Fig. 1: routed metal, one color a layer
Scale: 2 px per um. Only two layers are drawn.
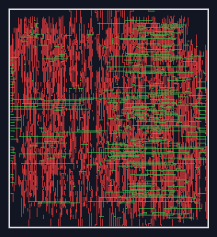
Fig. 2: signal wires on met2
Scale: 4 px per um.
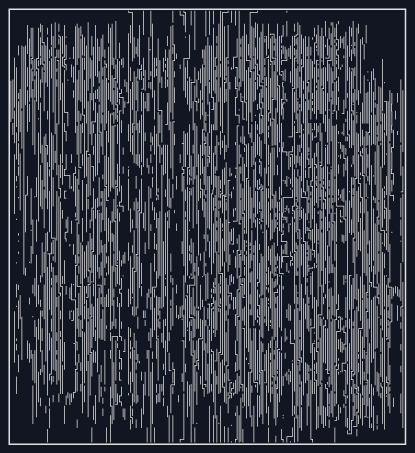
==> config.mk <==
export PLATFORM = sky130hd
export DESIGN_NAME = player_hit_judge
export DESIGN_NICKNAME = d
export VERILOG_FILES = /design/src/rtl/player_hit_judge.sv
export SDC_FILE = /design/constraint.sdc
export NUM_CORES = 1
export LEC_CHECK = 0
export ABC_AREA = 1
export CORE_ASPECT_RATIO = 1.1
export CORE_UTILIZATION = 53
export CTS_CLUSTER_DIAMETER = 40
export DETAILED_ROUTE_END_ITERATION = 16
export HOLD_SLACK_MARGIN = 0.15
export PLACE_DENSITY = 0.82
export SYNTH_ARGS = -nofsm -noshare
export SYNTH_HDL_FRONTEND = slang
export SYNTH_SLANG_ARGS = --single-unit
export TNS_END_PERCENT = 50
==> constraint.sdc <==
create_clock -name clk -period 1.9 [get_ports clk]
set_input_delay 0.38 -clock clk [delete_from_list [all_inputs] [get_ports clk]]
set_output_delay 0.38 -clock clk [all_outputs]
set_load 0.1 [all_outputs]
==> CHANGELOG.md <==
## Implementation

- Outcome: complete, but fails checks
- Diode insertion count for antenna repair: 1
- Global-route wire length before repair: 32,900 um
- Delay of the slowest cell on the worst path: 0.39 ns
- Hold Worst Slack: 0.426 ns
- Number of pins with negative max-slew slack in the final report: 0
- Overall die area: 0.0107 mm^2
- Signal inverters: 100
- Endpoint arrival time on the critical path: 3.35 ns
- Family of cells with the greatest summed delay on the critical path: simple AND/OR/NAND/NOR gates
- Biggest cell category by area in the final layout: combinational gates
- Final instance area: 0.00897 mm^2
- Non-clock buffer contribution to total cell area: 0.272
- IO Port Bufs: 118
- CTS H-tree depth: 1
- Headroom to the max-slew limit: 0.672
- Flop share of the area: 0.0505
- Top logic cells by instance count in the layout: sky130_fd_sc_hd__nand2_1, sky130_fd_sc_hd__buf_4, sky130_fd_sc_hd__ha_1, sky130_fd_sc_hd__clkdlybuf4s50_1, sky130_fd_sc_hd__inv_1
- RSZ-0062 raised after global routing: yes
- Total half-perimeter wirelength after legalization and detailed placement: 15,000 um
- Fin Clk Skew: 0.0142 ns
- Num rows: 38
- Worst-margin pin slew: 0.489 ns
- Root Buffer Master: sky130_fd_sc_hd__clkbuf_8
- Portion of the post-synthesis area used by sequential elements: 0.0831
- Non-clk bufs: 281
- Number of flip-flops under the largest register name: 8
- Sort of element at the end of the critical path: flop
- Largest net degree at the start of global routing: 19
- Dpl ws: -1.86 ns
- Max-Cap Viols: 0
- Leakage: 4.69 nW
- Final critical-path required period: 3.19 ns
- Final core utilization: 0.903
- Min-Delay Path Class: in -> async
- Post-placement cell count: 1,204
- Remaining antenna violation count: 0
- Final total power: 4.78 mW
- Post-CTS clock slew at the launch and capture registers of the worst setup and hold paths: 0.08 ns
- Antenna violations before repair: 1
- Via count of the first global-routing pass: 7,310
- PD cells: 533 mW/mm^2
- Largest fanout on the critical path: 8
- Area Growth Syn to Fin: 64.6%
- Final setup violation count: 18
- Netlist area before placement: 0.00545 mm^2
- Number of gates on the worst path with buffers counted: 21
- Yosys synthesis chip area: 0.00545 mm^2
- Total number of multi-input combinational cells: 714
- Final TNS setup: -20.34 ns
- Violated checks: negative setup slack
- Pre-Place Util: 0.549
- Ys Warns: 0
- Insertion delay to the later sink of the worst-skew pair: 0.27 ns
- Area fraction of clock buffers and clock inverters: 0.00502
- TritonCTS clock tree: built
- Worst Reg2Reg Path Length in Cells: 9
- Floorplan die height: 108 um
- Clk buf depth: 2
- Area of the core: 0.00994 mm^2
- Area after detailed placement: 0.00809 mm^2
- Critical path, cell by cell: clkbuf_2, buf_6, nor2_4, nand2_2, xor2_1, buf_4, ha_1, nand2_1, inv_1, nor3_1, nor2_1, nor2_1, nand2_1, nor2_1, nand3_2, nand2_4, o21ai_4, nand2_4, nand2_8, nand2_2, nand2_1
- Setup slack, reg-to-reg: -0.17 ns
- Area of the multi-input gates: 0.00547 mm^2
- Buffers plus inverters on the worst setup path: 4
- Worst Path Required: 2.06 ns
- Critical path class: in -> reg
- Least setup slack across all paths after layout: -1.29 ns
- Share of the final layout cell area in multi-input gates: 0.610
- Post-CTS setup repair buffer count: 17
- Fraction of layout instances using a drive strength above 1: 0.305
- Maximum vdd drop: 842 uV
- Mapped Avg Cell Area: 6.55 um^2
- Final Hold Fails: 0
- Number of filler instances in the final layout: 440
- Flip-flops: 18
- Synth Instances: 832
- Type of element launching the critical path: input pin
- Hold-fix buffers, CTS: 0
- Area taken by flip-flops and latches: 453 um^2
- Number of gates resized after cts: 118
- Number of primary I/O pins: 119
- Number of detailed-route iterations in the first pass: 9
- Total DRC errors in the routed layout: 0
- Detailed Route Iter0 Violations: 674
- TritonCTS buffer count: 3
- Remaining global-route overflow: 0
- Cycle use final: 1.68
Notes on Fig. 1 above:
Key: green = metal 3 [wire length 2,690 um]; red = metal 2 [wire length 11,800 um]
final wirelength: 25,000 um
WL/cell: 20.2 um
global-route usage over all layers: 0.386

Notes on Fig. 2 above:
The layer carries 11,800 um of wire. The layer holds 47% of the routed length. 1,234 nets have wire on it. The longest straight run is 56.8 um.
number of vias in the routed layout: 7,633
global-route met2 utilization: 0.732

kinds of logic (layout without fill, tap and decap cells):
logic type | after synthesis | count (layout) | share of synthesized area
buffers and inverters | 102 | 385 | 0.0730
flip-flops | 18 | 18 | 0.0831
XOR/XNOR | 17 | 17 | 0.0273
AND/OR/NAND/NOR | 438 | 440 | 0.350
adder cells (fa/ha/maj) | 159 | 159 | 0.365
other | 0 | 1 | 0
AND-OR/OR-AND | 98 | 98 | 0.101
where the power goes:
| part | internal, mW | total (mW) | switching [mW] |
|---|---|---|---|
| logic | 1.56 | 3.84 | 2.28 |
| clock network | 0.150 | 0.290 | 0.141 |
| registers | 0.499 | 0.656 | 0.157 |
per-layer routing:
layer	GRT usage	up-vias	wire (um)
met1	0.386	3413	8090
li1	-	3364	-
met4	0.269	0	2410
met2	0.732	615	11800
met5	0	-	0
met3	0.0640	241	2690
worst register-to-register path, stage by stage, from the launching register on:
cell                        delay, ns
sky130_fd_sc_hd__dfrtp_1         0.46
sky130_fd_sc_hd__inv_1           0.10
sky130_fd_sc_hd__ha_1            0.26
sky130_fd_sc_hd__o2111ai_1       0.30
sky130_fd_sc_hd__inv_1           0.13
sky130_fd_sc_hd__nor2_1          0.22
sky130_fd_sc_hd__inv_1           0.14
sky130_fd_sc_hd__nor2_1          0.18
sky130_fd_sc_hd__nand3_1         0.12
sky130_fd_sc_hd__nand2_1         0.10
Yosys cell counts:
cell type                   number  area [um^2]
sky130_fd_sc_hd__nand2_1       242          908
sky130_fd_sc_hd__ha_1          159         1990
sky130_fd_sc_hd__inv_1          95          357
sky130_fd_sc_hd__nor2_1         86          323
sky130_fd_sc_hd__a21oi_1        57          285
sky130_fd_sc_hd__nand3_1        54          270
sky130_fd_sc_hd__dfrtp_1        16          400
sky130_fd_sc_hd__xor2_1         14          123
sky130_fd_sc_hd__o21ai_0        13         65.1
sky130_fd_sc_hd__nand4_1        11         68.8
sky130_fd_sc_hd__nor3_1         11         55.1
sky130_fd_sc_hd__a21o_1         10         75.1
sky130_fd_sc_hd__nand2_2         8         50.1
sky130_fd_sc_hd__nand3b_1        7         52.6
sky130_fd_sc_hd__nand3_2         6         60.1
sky130_fd_sc_hd__inv_2           4         15.0
sky130_fd_sc_hd__o21a_1          4         30.0
sky130_fd_sc_hd__o21ai_1         4         20.0
sky130_fd_sc_hd__nand2_4         3         33.8
sky130_fd_sc_hd__o211ai_1        3         22.5
sky130_fd_sc_hd__o31ai_1         3         22.5
sky130_fd_sc_hd__xnor2_1         3         26.3
sky130_fd_sc_hd__a21boi_0        2         15.0
sky130_fd_sc_hd__buf_6           2         22.5
sky130_fd_sc_hd__dfstp_2         2         52.6
sky130_fd_sc_hd__nor2_4          2         22.5
sky130_fd_sc_hd__or2_2           2         12.5
sky130_fd_sc_hd__or2_4           2         17.5
sky130_fd_sc_hd__clkinv_1        1         3.75
sky130_fd_sc_hd__nand4_2         1         12.5
sky130_fd_sc_hd__nor2_2          1         6.26
sky130_fd_sc_hd__nor3_2          1         10.0
sky130_fd_sc_hd__nor4_1          1         6.26
sky130_fd_sc_hd__o2111ai_1       1         8.76
sky130_fd_sc_hd__o21ai_2         1         8.76
Power and IR drop assume default switching activity.
